==> images/layer_met1.png <==
Cells faint in the background.
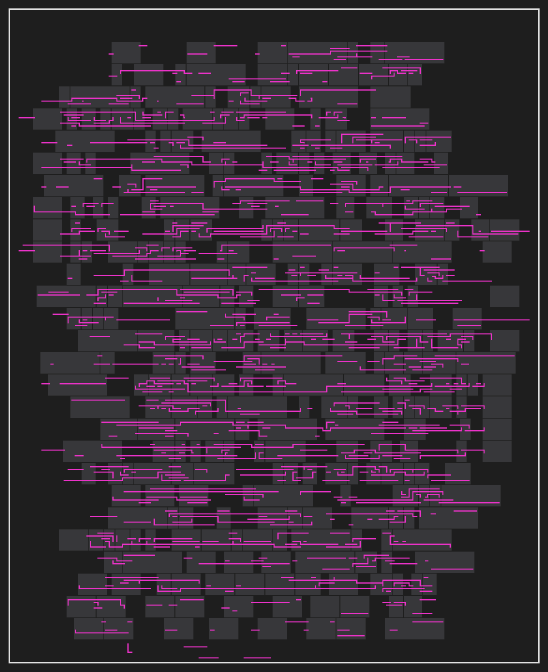
==> images/layer_met2.png <==
Bar = 20 um.
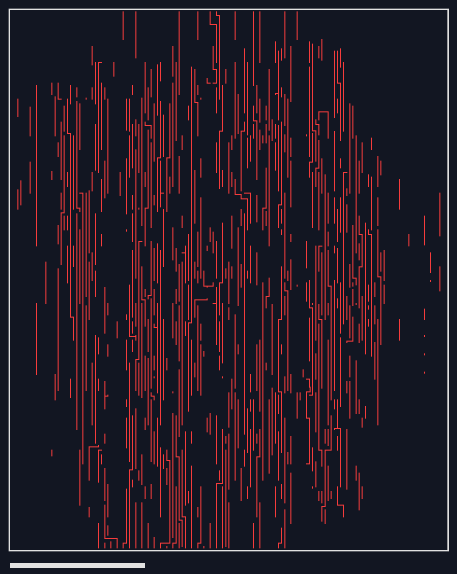
==> images/layer_met3.png <==
Bar = 20 um.
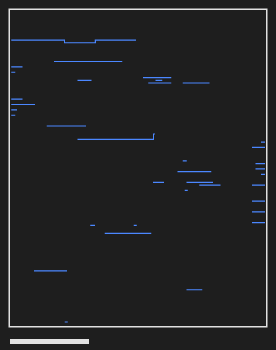
$ cat src/rtl/rc4_pkg.sv
`default_nettype none
// ============================================================================
// rc4_pkg : sizing constants and KSA state encoding shared by the RC4 stages
// Revision : 1.0
// ============================================================================
package rc4_pkg;

  localparam int KEY_BYTES = 3;
  localparam int S_DEPTH   = 256;
  localparam int ADDR_W    = 8;
  localparam int DATA_W    = 8;

  typedef enum logic [3:0] {
    KSA_IDLE = 4'd0,
    KSA_RD_I = 4'd1,
    KSA_WT_I = 4'd2,
    KSA_RD_J = 4'd3,
    KSA_WT_J = 4'd4,
    KSA_WR_I = 4'd5,
    KSA_WR_J = 4'd6,
    KSA_INC  = 4'd7,
    KSA_DONE = 4'd8
  } ksa_state_t;

endpackage
`default_nettype wire

$ cat src/rtl/rc4_key_sel.sv
`default_nettype none
// ============================================================================
// rc4_key_sel : picks key byte k from the packed key, byte 0 in the top bits
// Revision : 1.0
// ============================================================================
module rc4_key_sel #(
  parameter int KEY_BYTES = 3,
  parameter int K_W       = 2
) (
  input  logic [rc4_pkg::DATA_W*KEY_BYTES-1:0] i_key,
  input  logic [K_W-1:0]                       i_k,
  output logic [rc4_pkg::DATA_W-1:0]           o_byte
);

  import rc4_pkg::*;

  always_comb begin
    o_byte = '0;
    for (int b = 0; b < KEY_BYTES; b++) begin
      if (i_k == K_W'(b)) begin
        o_byte = i_key[DATA_W*(KEY_BYTES-1-b) +: DATA_W];
      end
    end
  end

endmodule
`default_nettype wire

$ cat src/rtl/rc4_ksa_swap.sv
`default_nettype none
// ============================================================================
// rc4_ksa_swap : RC4 key-scheduling pass over the shared S memory, 7 cycles/i
// Revision : 1.0
// ============================================================================
module rc4_ksa_swap #(
  parameter int KEY_BYTES = rc4_pkg::KEY_BYTES,
  parameter int MEM_DEPTH = rc4_pkg::S_DEPTH
) (
  input  logic                                  clk,
  input  logic                                  rst_n,
  input  logic                                  sig_start,
  input  logic [rc4_pkg::DATA_W*KEY_BYTES-1:0]  secret_key,
  output logic [rc4_pkg::ADDR_W-1:0]            mem_address,
  output logic [rc4_pkg::DATA_W-1:0]            mem_data,
  input  logic [rc4_pkg::DATA_W-1:0]            mem_q,
  output logic                                  wren,
  output logic                                  t_done
);

  import rc4_pkg::*;

  localparam int                c_K_W      = (KEY_BYTES > 1) ? $clog2(KEY_BYTES) : 1;
  localparam logic [ADDR_W-1:0] c_LAST_I   = ADDR_W'(MEM_DEPTH - 1);
  localparam logic [c_K_W-1:0]  c_LAST_K   = c_K_W'(KEY_BYTES - 1);

  ksa_state_t          r_state;
  ksa_state_t          w_state_nxt;
  logic [ADDR_W-1:0]   r_i;
  logic [ADDR_W-1:0]   r_j;
  logic [c_K_W-1:0]    r_k;
  logic [DATA_W-1:0]   r_si;
  logic [DATA_W-1:0]   r_sj;
  logic [DATA_W-1:0]   w_key_byte;

  rc4_key_sel #(
    .KEY_BYTES (KEY_BYTES),
    .K_W       (c_K_W)
  ) u_key_sel (
    .i_key  (secret_key),
    .i_k    (r_k),
    .o_byte (w_key_byte)
  );

  always_ff @(posedge clk) begin
    if (!rst_n) begin
      r_state <= KSA_IDLE;
    end else begin
      r_state <= w_state_nxt;
    end
  end

  // mem_q in WT_I/WT_J is the read of the address driven in the preceding RD_* cycle
  always_ff @(posedge clk) begin
    if (!rst_n) begin
      r_i  <= '0;
      r_j  <= '0;
      r_k  <= '0;
      r_si <= '0;
      r_sj <= '0;
    end else begin
      case (r_state)
        KSA_IDLE, KSA_DONE: begin
          if (sig_start) begin
            r_i <= '0;
            r_j <= '0;
            r_k <= '0;
          end
        end
        KSA_WT_I: begin
          r_si <= mem_q;
          r_j  <= r_j + mem_q + w_key_byte;
        end
        KSA_WT_J: begin
          r_sj <= mem_q;
        end
        KSA_INC: begin
          if (r_i != c_LAST_I) begin
            r_i <= r_i + 1'b1;
            r_k <= (r_k == c_LAST_K) ? '0 : r_k + 1'b1;
          end
        end
        default: begin
        end
      endcase
    end
  end

  always_comb begin
    w_state_nxt = r_state;
    mem_address = '0;
    mem_data    = '0;
    wren        = 1'b0;
    t_done      = 1'b0;
    case (r_state)
      KSA_IDLE: begin
        if (sig_start) w_state_nxt = KSA_RD_I;
      end
      KSA_RD_I: begin
        mem_address = r_i;
        w_state_nxt = KSA_WT_I;
      end
      KSA_WT_I: w_state_nxt = KSA_RD_J;
      KSA_RD_J: begin
        mem_address = r_j;
        w_state_nxt = KSA_WT_J;
      end
      KSA_WT_J: w_state_nxt = KSA_WR_I;
      KSA_WR_I: begin
        mem_address = r_i;
        mem_data    = r_sj;
        wren        = 1'b1;
        w_state_nxt = KSA_WR_J;
      end
      KSA_WR_J: begin
        mem_address = r_j;
        mem_data    = r_si;
        wren        = 1'b1;
        w_state_nxt = KSA_INC;
      end
      KSA_INC: begin
        w_state_nxt = (r_i == c_LAST_I) ? KSA_DONE : KSA_RD_I;
      end
      KSA_DONE: begin
        t_done = 1'b1;
        if (sig_start) w_state_nxt = KSA_RD_I;
      end
      default: w_state_nxt = KSA_IDLE;
    endcase
  end

endmodule
`default_nettype wire

$ cat config.mk
export PLATFORM = sky130hd
export DESIGN_NAME = rc4_ksa_swap
export DESIGN_NICKNAME = d
export VERILOG_FILES = /design/src/rtl/rc4_pkg.sv /design/src/rtl/rc4_key_sel.sv /design/src/rtl/rc4_ksa_swap.sv
export SDC_FILE = /design/constraint.sdc
export NUM_CORES = 1
export LEC_CHECK = 0
export ABC_CLOCK_PERIOD_IN_PS = 4120
export CAP_MARGIN = 0
export CORE_ASPECT_RATIO = 1.25
export CORE_MARGIN = 2
export CORE_UTILIZATION = 51
export DETAILED_ROUTE_END_ITERATION = 12
export PLACE_DENSITY = 0.81
export SKIP_LAST_GASP = 1
export SLEW_MARGIN = 20
export SYNTH_ARGS = -nofsm -noshare
export SYNTH_HDL_FRONTEND = slang
export SYNTH_SLANG_ARGS = --single-unit
$ cat constraint.sdc
create_clock -name clk -period 4.12 [get_ports clk]
set_input_delay 1.236 -clock clk [delete_from_list [all_inputs] [get_ports clk]]
set_output_delay 1.236 -clock clk [all_outputs]
set_load 0.02 [all_outputs]
==> impl_metrics.env <==
# implementation run metrics
export IMPL_status="finished clean"
export IMPL_maxSlewViolCount=0
export IMPL_place_ws_ns=0.0202
export IMPL_fmax_ghz=0.262
export IMPL_synthesis_area_um2=2360
export IMPL_async_flop_share=0
export IMPL_clock_path_buffers=2
export IMPL_p_sw_w=0.000409
export IMPL_slew_headroom=0.340
export IMPL_wl_per_cell_um=14.8
export IMPL_syn_area_per_cell_um2=7.89
export IMPL_setup_tns_ns=0
export IMPL_seq_power_share=0.412
export IMPL_synthFlopType="dfxtp_1"
export IMPL_hold_worst_slack_ns=0.460
export IMPL_largest_class="combinational gates"
export IMPL_grt_setup_unrepaired="false"
export IMPL_fin_crit_sh=0.925
export IMPL_num_multi_input_gates=231
export IMPL_route_antenna_remaining_nets=0
export IMPL_clk_insertion_delay_late_ns=0.29
export IMPL_sh_comb_area=0.496
export IMPL_mostFrequentLayoutCells="clkdlybuf4s50_1, nand2_1, dfxtp_1"
export IMPL_post_route_min_period_ns=3.81
export IMPL_yosys_area_share_adder=0.105
export IMPL_yosys_stat_area_um2=2360
export IMPL_synth_nets=349
export IMPL_ioPinCount=53
export IMPL_finalPower_w=0.00110
export IMPL_log_warning_count=26
export IMPL_cts_setup_buffers=0
export IMPL_gp_congestion=0.860
export IMPL_wl_met1_um=2530
export IMPL_firstDrtPassIters=4
Back to the opening pictures, layer_met1.png:
share of all routed wire = 43%
longest straight run = 23.9 um

Back to the opening pictures, layer_met2.png:
nets with wire on the layer = 318
wire length on this layer = 3100 um
share of all routed wire = 53%
longest straight run = 40.1 um
main direction = vertical

Back to the opening pictures, layer_met3.png:
nets with wire on the layer = 31
wire length on this layer = 185 um
share of all routed wire = 3.1%

==> final timing paths <==
path,startpoint,end,depth (start not counted)
hold / removal,r_si[3]$_SDFFE_PN0P_,r_si[3]$_SDFFE_PN0P_,2
setup reg to reg,r_k[0]$_SDFFE_PN0P_,r_j[7]$_SDFFE_PN0P_,12
setup / recovery,secret_key[9],r_j[7]$_SDFFE_PN0P_,12
hold reg to reg,r_si[3]$_SDFFE_PN0P_,r_si[3]$_SDFFE_PN0P_,2
==> flip-flops by register name, summed over array words and instances (netlist names) <==
register and flops:
r_i 8, r_j 8, r_k 2, r_si 8, r_sj 8, r_state 4
==> worst max-delay path: stages <==
cell and delay (ns):
clkdlybuf4s50_1 0.40, mux2i_1 0.12, o21ai_0 0.10, fa_1 0.51, ha_1 0.20, inv_1 0.07, fa_1 0.39, nor2b_1 0.16
o31a_1 0.16, nor3_1 0.06, or4_1 0.48, o211ai_2 0.14
==> cells in the mapped netlist (2+ instances only) <==
master | instances | area share
a211oi_1 | 2 | 0.0064
a21oi_1 | 29 | 0.062
a22oi_1 | 17 | 0.054
a31oi_1 | 2 | 0.0053
and2_1 | 2 | 0.0053
buf_2 | 2 | 0.0042
buf_6 | 2 | 0.0095
clkbuf_1 | 17 | 0.027
dfxtp_1 | 38 | 0.32
fa_1 | 8 | 0.068
ha_1 | 7 | 0.037
inv_1 | 8 | 0.013
mux2i_1 | 9 | 0.038
nand2_1 | 50 | 0.080
nand2b_1 | 4 | 0.011
nand3_1 | 12 | 0.025
nand3b_1 | 2 | 0.0064
nand4_1 | 2 | 0.0053
nor2_1 | 34 | 0.054
nor2b_1 | 4 | 0.011
nor3_1 | 3 | 0.0064
o21ai_0 | 9 | 0.019
o21bai_1 | 2 | 0.0064
or3_1 | 4 | 0.011
xnor2_1 | 4 | 0.015
xor2_1 | 8 | 0.030
